==> config.mk <==
export PLATFORM = sky130hd
export DESIGN_NAME = seq_comparator
export DESIGN_NICKNAME = d
export VERILOG_FILES = /design/src/rtl/seq_comparator.sv
export SDC_FILE = /design/constraint.sdc
export NUM_CORES = 1
export LEC_CHECK = 0
export ABC_AREA = 1
export CORE_ASPECT_RATIO = 0.9
export CORE_MARGIN = 5
export CORE_UTILIZATION = 35
export CTS_CLUSTER_DIAMETER = 120
export CTS_CLUSTER_SIZE = 16
export DETAILED_ROUTE_END_ITERATION = 12
export GPL_ROUTABILITY_DRIVEN = 0
export HOLD_SLACK_MARGIN = 0.08
export RECOVER_POWER = 100
export SYNTH_ARGS = -nofsm -noshare
export SYNTH_HDL_FRONTEND = slang
export SYNTH_SLANG_ARGS = --single-unit
==> constraint.sdc <==
create_clock -name clk -period 1.71 [get_ports clk]
set_input_delay 0.342 -clock clk [delete_from_list [all_inputs] [get_ports clk]]
set_output_delay 0.342 -clock clk [all_outputs]
set_load 0.005 [all_outputs]
Fig. 1: run 1, local utilization
11 x 10 tiles, from white (low) to dark blue (high), 0 to 100% covered.
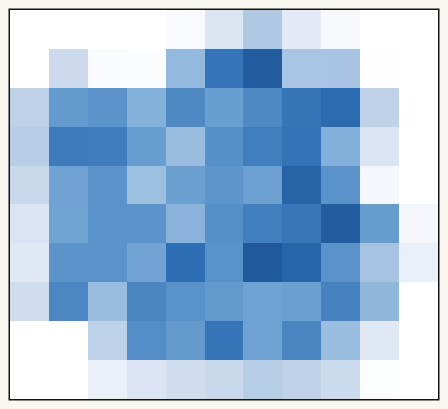
19% of the tiles are nearly empty. 6.4% of the tiles are over 75% full. The densest ninth of the die: centre. The fullest tile reaches 83%.
initial cell density of the core: 36.0%
core area: 9130 µm²
share of the core filled with cells in the final layout: 49.0%

Fig. 2: run 1, ports around the boundary
Bar = 20 µm. Pins as bars across the die edge, other pins in grey.
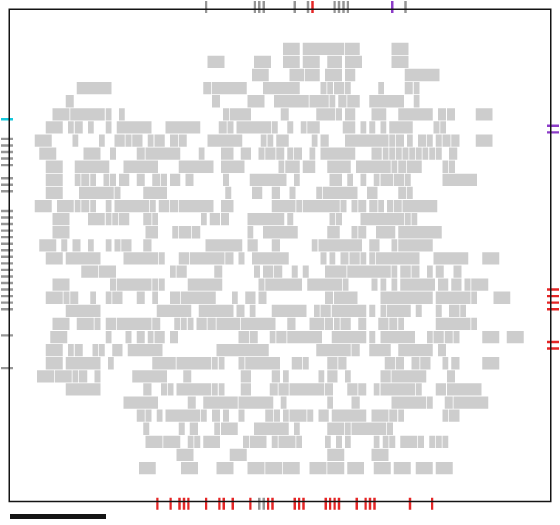
op: in purple, pins 3, direction input, edge 2 east, 1 north. clk: in cyan, pins 1, direction input, edge west. a: in red, pins 32, direction input, edge 25 south, 6 east, 1 north.
All pins by edge: 27 south, 27 west, 13 north, 8 east.
port bufs: 74
Die Span X: 112 µm
Die H: 102 µm

Fig. 3: run 1, placed standard cells
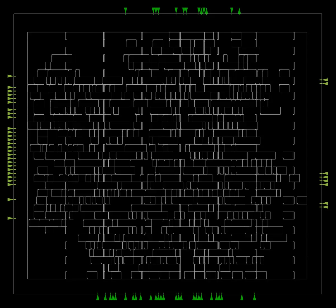
Filler Cell Count: 909
number of flip-flops and latches: 74
post-route non-filler standard cell count: 649
share of cell area taken by flip-flops and latches: 33.4%

Fig. 4: run 1, a small window of the routed layout
Region (74, 66) to (94, 86) µm. Cells in grey, sequential cells in the stronger grey; small squares are vias.
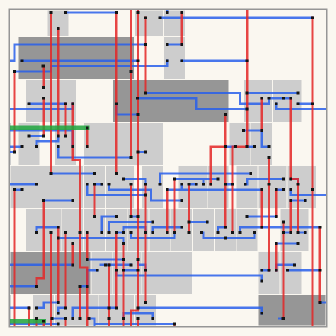
metal 3: in green. metal 2: in red. metal 1: in blue.
45 logic cells have their middle in the window. Most frequent: nand2_1 (11), nor2_1 (9), inv_1 (5). Sequential cells in the window: 4.

==> metrics.log, run 1 <==
[flow] collecting metrics
[metrics] count of TritonRoute iterations in the first routing pass: 4
[metrics] power of the clock network: 1.53 mW
[metrics] Levels on crit path: 13
[metrics] stage-log warning count: 26
[metrics] switching part of the total: about 29%
[metrics] Tot GR Track Use: 15.1%
[metrics] I/O Pins: 75
[metrics] most used standard cells in the synthesized netlist: 158 x nand2_1, 74 x dfxtp_1, 46 x a31oi_1
[metrics] routed length on met3: about 450 µm
[metrics] number of failing setup endpoints in the final timing report: 0
[metrics] Data required, critical path: 1.94 ns
[metrics] mux share: 0%
[metrics] worst r2r path cells: 13
[metrics] metal2 WL: 4100 µm
[metrics] antenna diode instance count: 0
[metrics] buffers plus inverters on the worst setup path: 1
[metrics] Yosys Chip Area: 3280 µm²
[metrics] Post-synth top flop: dfxtp_1
[metrics] Post-Route Setup TNS: 0 ns
[metrics] most frequently used cell type in the post-synthesis netlist: nand2_1
[metrics] area share of and/or/nand/nor cells after synthesis: between 20% and 30%
[metrics] aoi share: a little over a fifth
[metrics] main logic family after synthesis: simple AND/OR/NAND/NOR gates
[metrics] Hold Worst Slack: 0.464 ns
[metrics] top layer in use: met4
[metrics] Seq/Total Area, Yosys: 45.1%
[metrics] delay contributed by the slowest stage of the critical path: 0.33 ns
[metrics] sequential power: just under 2 mW
[metrics] area growth from synthesis to layout: 36.3%
[metrics] vias per std cell: 4.77
[metrics] HP Class: reg2reg
[metrics] instance count of the mapped netlist: 454
[metrics] Power, Total: 4.42 mW
[metrics] ANT nets after route: 0
[metrics] logic gate share of total power: 20.5%
[metrics] clock latency reported for the late side of the worst-skew pair: 0.35 ns
[metrics] vias in the first global route: approximately 3,000
[metrics] Worst Hold Path Cells: 2
[metrics] startpoint class of the critical path: register
[metrics] final instance area: 4480 µm²
[metrics] crit path DAT: approximately 1.9 ns
[metrics] largest fanout on the critical path: 4
[metrics] final net count: 603
[metrics] Die Size: ~11,000 µm²
[metrics] flip-flops with a built-in enable: 0
[metrics] number of DRC violations after detailed-routing iteration 0: between 90 and 100
[metrics] adder share: 3.43%
[metrics] number of pins with negative max-slew slack in the final report: 0
[metrics] outcome: completed
[metrics] cts hold-fix bufs: 0
[metrics] Top cell area share: 45.1%
[metrics] number of instances resized during post-cts repair: 4
[metrics] combinational gate power: just over 900 µW
[metrics] sort of element at the end of the critical path: register
[metrics] switching power of the nets: 1.27 mW
[metrics] max-capacitance violation count: 0
[metrics] Row Count: 33
[metrics] crit path time final: roughly 1.6 ns
[metrics] power density over the cells: a little under 1000 nW/µm²
[metrics] maximum vdd ir drop: 0.566 mV
[metrics] Post-Place Cells: approximately 630
[metrics] power share of the sequential group: roughly 45%
[metrics] cell repeated most along the worst path: nand2_1
[metrics] P_leak: 1.75 nW
[metrics] nets in the synthesized netlist: 535
[metrics] # Cells Yosys: 454
[metrics] detailed-routing wirelength on met1: ~4000 µm
[metrics] netlist area before placement: 3280 µm²
[metrics] number of synthesis warnings: 0
[metrics] number of buffers inserted to repair setup after CTS: 0
[metrics] fraction of the cycle the final worst path needs: 95.5%
[metrics] Top Family by Delay on Critical Path: simple AND/OR/NAND/NOR gates
[metrics] slowest stage cell, crit path: dfxtp_2
[metrics] placement-stage worst setup slack: 0.0294 ns
[metrics] cell-internal power: 3.15 mW
[metrics] XOR/XNOR Area Share: 0.533%
[metrics] root buffer cell: clkbuf_8
[metrics] clock buffers created by TritonCTS: 9
[metrics] Syn Area/Cell: 7.23 µm²
[metrics] slack of the critical path: a little under 0.08 ns
[metrics] Max H-tree Level: 3
[metrics] placed standard-cell area: 4170 µm²
-- run 1: metal layers --
layer | up-vias | global-route usage [%]
met5 | - | 0
met4 | 0 | 3.14
li1 | 1643 | -
met3 | 4 | 5.33
met1 | 1382 | 19.5
met2 | 67 | 24.6
-- run 1: layout make-up --
cell class | count | area [µm²] | area share [%]
multi-input cells | 320 | 1630 | 36.5
clock inverters | 7 | 101 | 2.26
flip-flops and latches | 74 | 1490 | 33.4
inverters | 30 | 115 | 2.57
clock buffers | 9 | 124 | 2.77
well taps | 122 | 153 | 3.41
repair buffers | 87 | 856 | 19.1
-- run 1: worst reg2reg max path, delay by kind of cell (launching register included) --
kind / cells / cell delay [ns]
compound gates: 1 / 0.05
flops: 1 / 0.33
simple gates: 10 / 0.81
buf+inv: 1 / 0.06
fa+ha+maj: 1 / 0.29
==> inputs of run 2 (changes only) <==
--- a/config.mk
+++ b/config.mk
@@ -6,14 +6,16 @@
 export NUM_CORES = 1
 export LEC_CHECK = 0
 export ABC_AREA = 1
+export CAP_MARGIN = 0
 export CORE_ASPECT_RATIO = 0.9
 export CORE_MARGIN = 5
-export CORE_UTILIZATION = 35
+export CORE_UTILIZATION = 50
 export CTS_CLUSTER_DIAMETER = 120
 export CTS_CLUSTER_SIZE = 16
 export DETAILED_ROUTE_END_ITERATION = 12
 export GPL_ROUTABILITY_DRIVEN = 0
 export HOLD_SLACK_MARGIN = 0.08
+export PLACE_DENSITY = 0.8
 export RECOVER_POWER = 100
 export SYNTH_ARGS = -nofsm -noshare
 export SYNTH_HDL_FRONTEND = slang
==> run 2 against run 1 <==
Combinational power down 2%. Sequential share of layout area up 0.33 points. Worst setup slack better by 0.049 ns. Count of clock-buffer cells in the layout unchanged. Worst hold slack worse by 0.0012 ns. Clock skew down 0.0026 ns. Highest routed layer unchanged. Register-to-register slack better by 0.05 ns. Synthesized cell count unchanged. Area after synthesis unchanged. First-iteration DRC count up 120%. Critical path depth down 1. Design area down 1.3%.
==> metrics.log, run 2 <==
[flow] collecting metrics
[metrics] maximum vdd ir drop: 0.586 mV (+3.5%)
[metrics] most used standard cells in the synthesized netlist: 158 x nand2_1, 74 x dfxtp_1, 46 x a31oi_1
[metrics] clock buffers created by TritonCTS: 9 (unchanged)
[metrics] main logic family after synthesis: simple AND/OR/NAND/NOR gates
[metrics] power share of the sequential group: 44.3% (-0.6 points)
[metrics] I/O Pins: 75 (unchanged)
[metrics] Worst Hold Path Cells: 2 (unchanged)
[metrics] stage-log warning count: 26 (unchanged)
[metrics] flip-flops with a built-in enable: 0 (unchanged)
[metrics] instance count of the mapped netlist: 454 (unchanged)
[metrics] number of logic gates: 320 (unchanged)
[metrics] area growth from synthesis to layout: 34.5%
[metrics] clock buffers: 9 (unchanged)
[metrics] ANT nets after route: 0 (unchanged)
[metrics] crit path DAT: 1.87 ns (about the same)
[metrics] Hold Worst Slack: 0.463 ns (-0.00121 ns)
[metrics] Post-Place Cells: 603 (-4.6%)
[metrics] logic gate share of total power: 19.9% (-0.6 points)
[metrics] crit path time final: 1.58 ns (-0.0488 ns)
[metrics] Post-Route Setup TNS: 0 ns (unchanged)
[metrics] max-capacitance violation count: 0 (unchanged)
[metrics] Top cell area share: 45.1% (unchanged)
[metrics] share of cell area taken by flip-flops and latches: 33.7% (+0.33 points)
[metrics] fraction of the cycle the final worst path needs: 92.6% (-2.9 points)
[metrics] startpoint class of the critical path: register
[metrics] count of TritonRoute iterations in the first routing pass: 4 (unchanged)
[metrics] number of failing setup endpoints in the final timing report: 0 (unchanged)
[metrics] worst r2r path cells: 12 (-1)
[metrics] combinational gate power: 892 µW (-2%)
[metrics] Post-synth top flop: dfxtp_1
[metrics] # Cells Yosys: 454 (unchanged)
[metrics] placement-stage worst setup slack: 0.00867 ns (-0.0208 ns)
[metrics] sequential power: 1.98 mW (about the same)
[metrics] met3 track demand over resource in global routing: 7.09% (+1.8 points)
[metrics] GRT busiest layer: met2
[metrics] delay contributed by the slowest stage of the critical path: 0.33 ns (about the same)
[metrics] Power, Total: 4.48 mW (+1.4%)
[metrics] Data required, critical path: 1.99 ns (+0.05 ns)
[metrics] Levels on crit path: 12 (-1)
[metrics] Top Family by Delay on Critical Path: simple AND/OR/NAND/NOR gates
[metrics] met2 Track Usage GR: 32.7% (+8.1 points)
[metrics] multi-input logic portion of the cell area: 36.1% (-0.39 points)
[metrics] Die Size: 8290 µm² (-27%)
[metrics] cell-internal power: 3.27 mW (+3.8%)
[metrics] Max H-tree Level: 3 (unchanged)
[metrics] switching part of the total: 27.0% (-1.7 points)
[metrics] number of flip-flops and latches: 74 (unchanged)
[metrics] area used by multi-input combinational logic: 1590 µm² (-2.4%)
[metrics] root buffer cell: clkbuf_8
[metrics] post-route non-filler standard cell count: 619 (-4.6%)
[metrics] buffers plus inverters on the worst setup path: 1 (unchanged)
[metrics] outcome: completed
[metrics] most frequently used cell type in the post-synthesis netlist: nand2_1
run 2: netlist changes by cell type in the layout (fill, tap and decap cells not counted), moves of 2 or more:
cell	change
ha_4	-2
nand2_1	+2
inv_1	+2
clkbuf_1	+3
nand2_2	-2
o21ai_0	-7
ha_1	+2
dfxtp_1	+2
inv_2	-2
o21ai_1	+7
run 2: logic make-up (layout without fill, tap and decap cells):
kind of cell,after synthesis,in the layout
AND-OR/OR-AND,126,126
buffers and inverters,60,135
XOR/XNOR,2,2
adder cells (fa/ha/maj),9,9
AND/OR/NAND/NOR,183,183
flip-flops,74,74
run 2: repair_timing:
item / in CTS / in global routing
gates resized: 3 / 17
endpoints found under the setup margin: 2 / 1
pin swaps: 0 / 3
buffers inserted: 0 / 0
hold endpoints to repair: 0 / 0
Fig. 5: run 2, local utilization
10 x 9 tiles, from white (low) to dark blue (high), 0 to 100% covered.
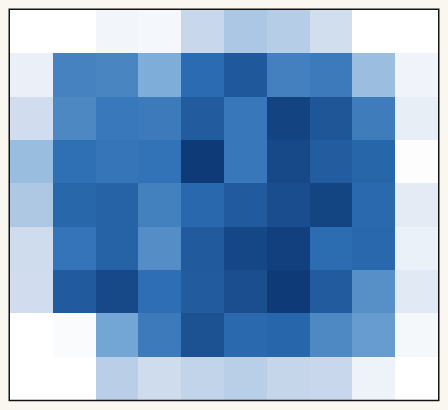
10% of the tiles are nearly empty. The fullest tile reaches 96%. 36% of the tiles are over 75% full.
initial cell density of the core: 50.7%
share of the core filled with cells in the final layout: 68.1%

Fig. 6: run 2, ports around the boundary
Bar = 20 µm. Pins as bars across the die edge, other pins in grey.
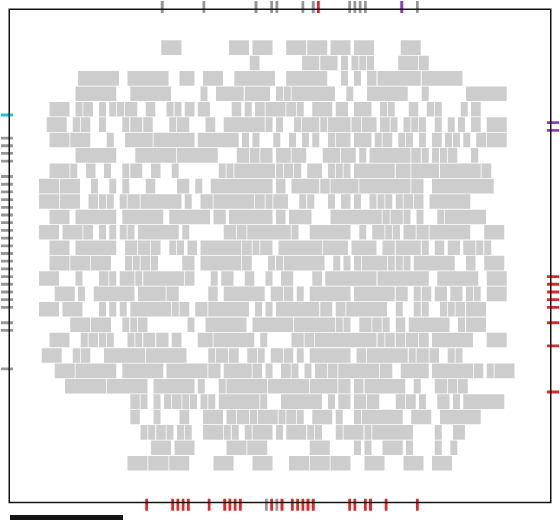
op: in purple, pins 3, direction input, edge 2 east, 1 north. clk: in cyan, pins 1, direction input, edge west. a: in red, pins 32, direction input, edge 23 south, 8 east, 1 north.
Die H: 86.9 µm
Die Span X: 95.4 µm

Power and IR drop assume default switching activity.
